==> config.mk <==
export PLATFORM = sky130hd
export DESIGN_NAME = sync_fifo_ctrl_flat
export DESIGN_NICKNAME = d
export VERILOG_FILES = /design/src/rtl/fifo_pkg.sv /design/src/rtl/sync_fifo_ctrl_if.sv /design/src/rtl/fifo_mem.sv /design/src/rtl/sync_fifo_ctrl.sv /design/src/flat_wrapper.sv
export SDC_FILE = /design/constraint.sdc
export NUM_CORES = 1
export LEC_CHECK = 0
export CORE_MARGIN = 4
export CORE_UTILIZATION = 50
export DETAILED_ROUTE_END_ITERATION = 16
export GPL_TIMING_DRIVEN = 0
export PLACE_DENSITY_LB_ADDON = 0.15
export SKIP_CTS_REPAIR_TIMING = 1
export SLEW_MARGIN = 20
export SYNTH_ARGS = -nofsm -noshare
export SYNTH_HDL_FRONTEND = slang
export SYNTH_HIERARCHICAL = 1
export SYNTH_SLANG_ARGS = --single-unit
==> constraint.sdc <==
create_clock -name clk -period 2.96 [get_ports clk]
set_input_delay 0.888 -clock clk [delete_from_list [all_inputs] [get_ports clk]]
set_output_delay 0.888 -clock clk [all_outputs]
set_load 0.01 [all_outputs]
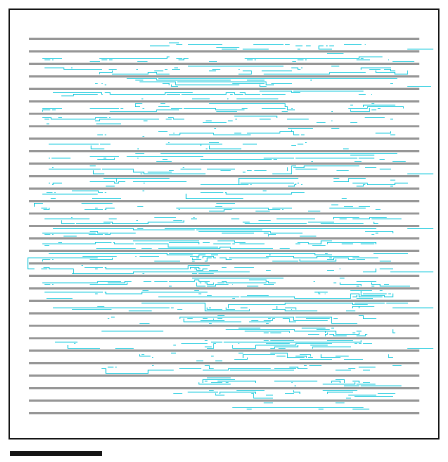
Figure 1: the metal 1 layer.
Bar = 20 microns. Supply wires on this layer in gray.
nets with wire on the layer	243
longest straight run	52.0 microns
share of all routed wire	49%
vias: 1812
wire length reported by the detailed router: 6.138 mm
fraction of met1 tracks used by global routing: 22.08%

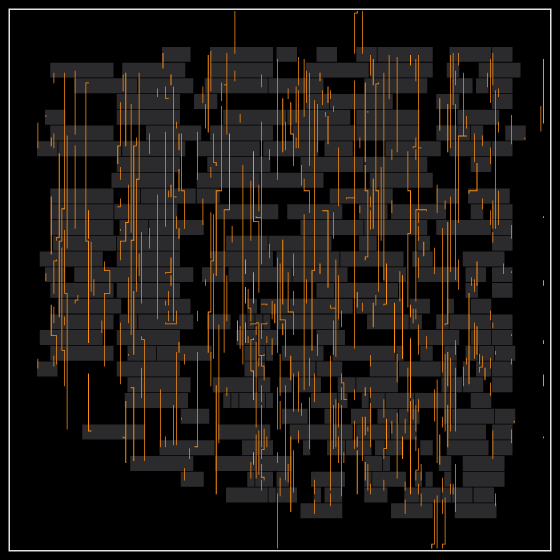
Figure 2: the metal 2 layer.
Cells faint in the background.
nets with wire on the layer	235
wire length on this layer	2740 microns
met2 usage: 22.10%

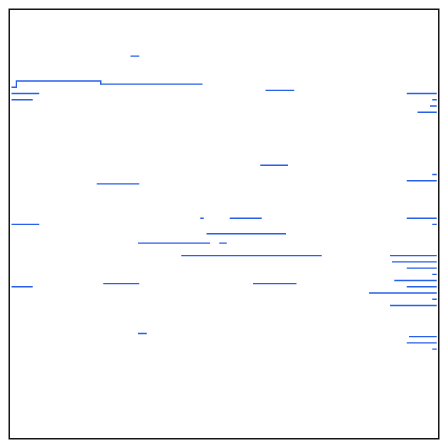
Figure 3: M3 wires.
share of all routed wire	4.6%
longest straight run	30.4 microns
nets with wire on the layer	29
wire length on this layer	281 microns
main direction	horizontal
grt met3 use: 4.183%

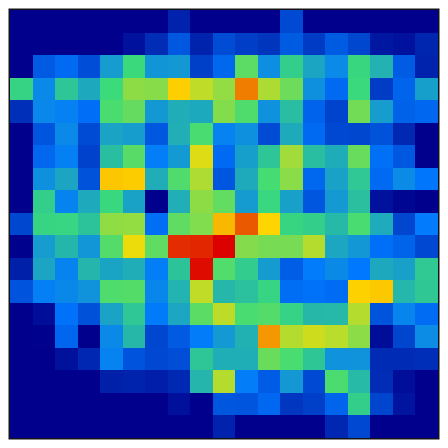
Figure 4: routed metal per tile.
The die is cut into 19 by 19 equal tiles; dark blue is low, red is high, scaled to the fullest tile. Values are wire area over tile area, all layers added.
fullest tile	0.39
emptiest ninth of the die	bottom left
densest ninth of the die	middle
mean over tiles	0.11
global-route total usage across every layer: 15.50%
routed wire length per instance: 17.44 microns

==> qor.tcl <==
set qor(final_layout_top_logic_cells) {64 x sky130_fd_sc_hd__edfxtp_1, 31 x sky130_fd_sc_hd__clkdlybuf4s50_1, 27 x sky130_fd_sc_hd__dfxtp_1}
set qor(grt_overflow) 0
set qor(synth_area_leader_cell) {sky130_fd_sc_hd__edfxtp_1}
set qor(finalClockPeriodUsage_pct) 98.39
set qor(num_antenna_cells) 0
set qor(maximum_fanout_along_the_worst_path) 4
set qor(vias_per_cell) 5.148
set qor(path_class) {in -> reg}
set qor(outcome) {completed}
set qor(finalSetupViolCount) 0
set qor(synthCells) 208
set qor(maxCapViolations) 0
set qor(final_layout_top_logic_cell) {sky130_fd_sc_hd__edfxtp_1}
set qor(place_area_sq_mm) 0.004083
set qor(fin_cells) 352
set qor(post-synth-top-area-fraction_pct) 52.77
set qor(worst-r2r-cell-count) 9
set qor(achievable-frequency_mhz) 343.4
set qor(drt_first_pass_iters) 4
set qor(synth-edff-count) 64
set qor(final-hold-violation-count) 0
set qor(worst_hold_path_type) {reg -> reg}
set qor(synth.distinct_cells) 33
set qor(clock_latency_ps) 360
set qor(p_per_area_mw_per_mm2) 537.1
set qor(clkTransAtPathRegs_ps) 100
set qor(ys_warn_count) 6
set qor(drt_drc) 0
set qor(clock_skew_ps) 12.73
set qor(whs_path_depth) 2
set qor(final_layout_size_suffix_gt1_share_pct) 16.80
set qor(die.size.y_microns) 93.35
set qor(clockBufferDepth) 2
set qor(regToRegSetupSlack_ps) 750
set qor(worst_setup_path_start_kind) {input port}
set qor(die_x_microns) 93.35
set qor(clockRootBuffer) {sky130_fd_sc_hd__clkbuf_8}
set qor(tritoncts) {done}
set qor(flow.area_growth_from_synthesis_pct) 18.69
set qor(final_design_area_no_fill_sq_mm) 0.004323
set qor(first_pass_grt_wire_length_mm) 9.487
set qor(final_nets) 271
set qor(fp-row-count) 30
set qor(hpwlAfterDp_mm) 3.908
set qor(drtIter0Drc) 90
set qor(initial_antenna_violation_count) 0
metal layers:
layer / global-route usage, % / up-vias / part of all wire, %
met2: 22.10 / 43 / 45
met4: 7.326 / 0 / 1.6
met5: 0 / - / 0
met1: 22.08 / 880 / 49
met3: 4.183 / 9 / 4.6
li1: - / 880 / -
where the power goes:
| part | total, W | internal (W) | switching (W) |
|---|---|---|---|
| registers | 0.00137 | 0.00137 | 0.00000418 |
| logic | 0.0000906 | 0.0000468 | 0.0000438 |
| clock network | 0.000856 | 0.000404 | 0.000453 |
| total | 0.00232 | 0.00182 | 0.000501 |
worst max-delay path, stage by stage:
cell,delay [ps]
sky130_fd_sc_hd__clkdlybuf4s50_1,500
sky130_fd_sc_hd__nor3b_1,230
sky130_fd_sc_hd__buf_4,160
sky130_fd_sc_hd__ha_1,230
sky130_fd_sc_hd__ha_1,230
sky130_fd_sc_hd__and3b_2,250
sky130_fd_sc_hd__a211oi_2,40
sky130_fd_sc_hd__maj3_2,330
sky130_fd_sc_hd__xor2_2,160
sky130_fd_sc_hd__a21o_1,160
synth_stat cells (2+ instances only):
library cell                n
sky130_fd_sc_hd__edfxtp_1  64
sky130_fd_sc_hd__nor2b_1   11
sky130_fd_sc_hd__and2_1     5
sky130_fd_sc_hd__dfxtp_1   27
sky130_fd_sc_hd__clkbuf_1   2
sky130_fd_sc_hd__ha_1       7
sky130_fd_sc_hd__a31oi_1    2
sky130_fd_sc_hd__buf_2      2
sky130_fd_sc_hd__mux2_2     8
sky130_fd_sc_hd__nand2_1    4
sky130_fd_sc_hd__xnor2_2    2
sky130_fd_sc_hd__xor2_1     2
sky130_fd_sc_hd__nand2b_1   3
sky130_fd_sc_hd__mux2i_1    8
sky130_fd_sc_hd__a21oi_1    2
sky130_fd_sc_hd__nor2_1    15
sky130_fd_sc_hd__inv_1      4
sky130_fd_sc_hd__nor3_1     4
sky130_fd_sc_hd__nor3b_1    2
sky130_fd_sc_hd__xnor2_1    5
sky130_fd_sc_hd__mux4_1    15
sky130_fd_sc_hd__nand3_1    3
cells by family after synthesis:
family / synth area share [%]
xor gates and xnor gates: 3.023
adders and majority gates: 2.714
muxes: 16.11
AOI/OAI and AO/OA: 1.443
buffers and inverters: 2.233
DFF: 67.61
and+or+nand+nor: 6.870
area by class of cell:
cell class              instances  area (sq um)
well taps                      96         120.1
flip-flops and latches         91          2462
repair buffers                 32         317.8
multi-input cells             105          1135
inverters                       4         15.01
fillers                       528          2621
plain buffers                   8         68.82
clock inverters                 7         80.08
clock buffers                   9         123.9
stage by stage:
| stage | TNS, ps | worst slack [ps] | total power [W] |
|---|---|---|---|
| floorplan | 0 | 154.6 | 0.001445 |
| global placement | -18820 | -537.9 | 0.001491 |
| detailed placement | -13100 | -529.9 | 0.001493 |
| CTS | -286.1 | -135.5 | 0.002343 |
| global route | -28.47 | -17.25 | 0.002424 |
| finish | 0 | 47.73 | 0.002322 |
Power and IR drop assume default switching activity.
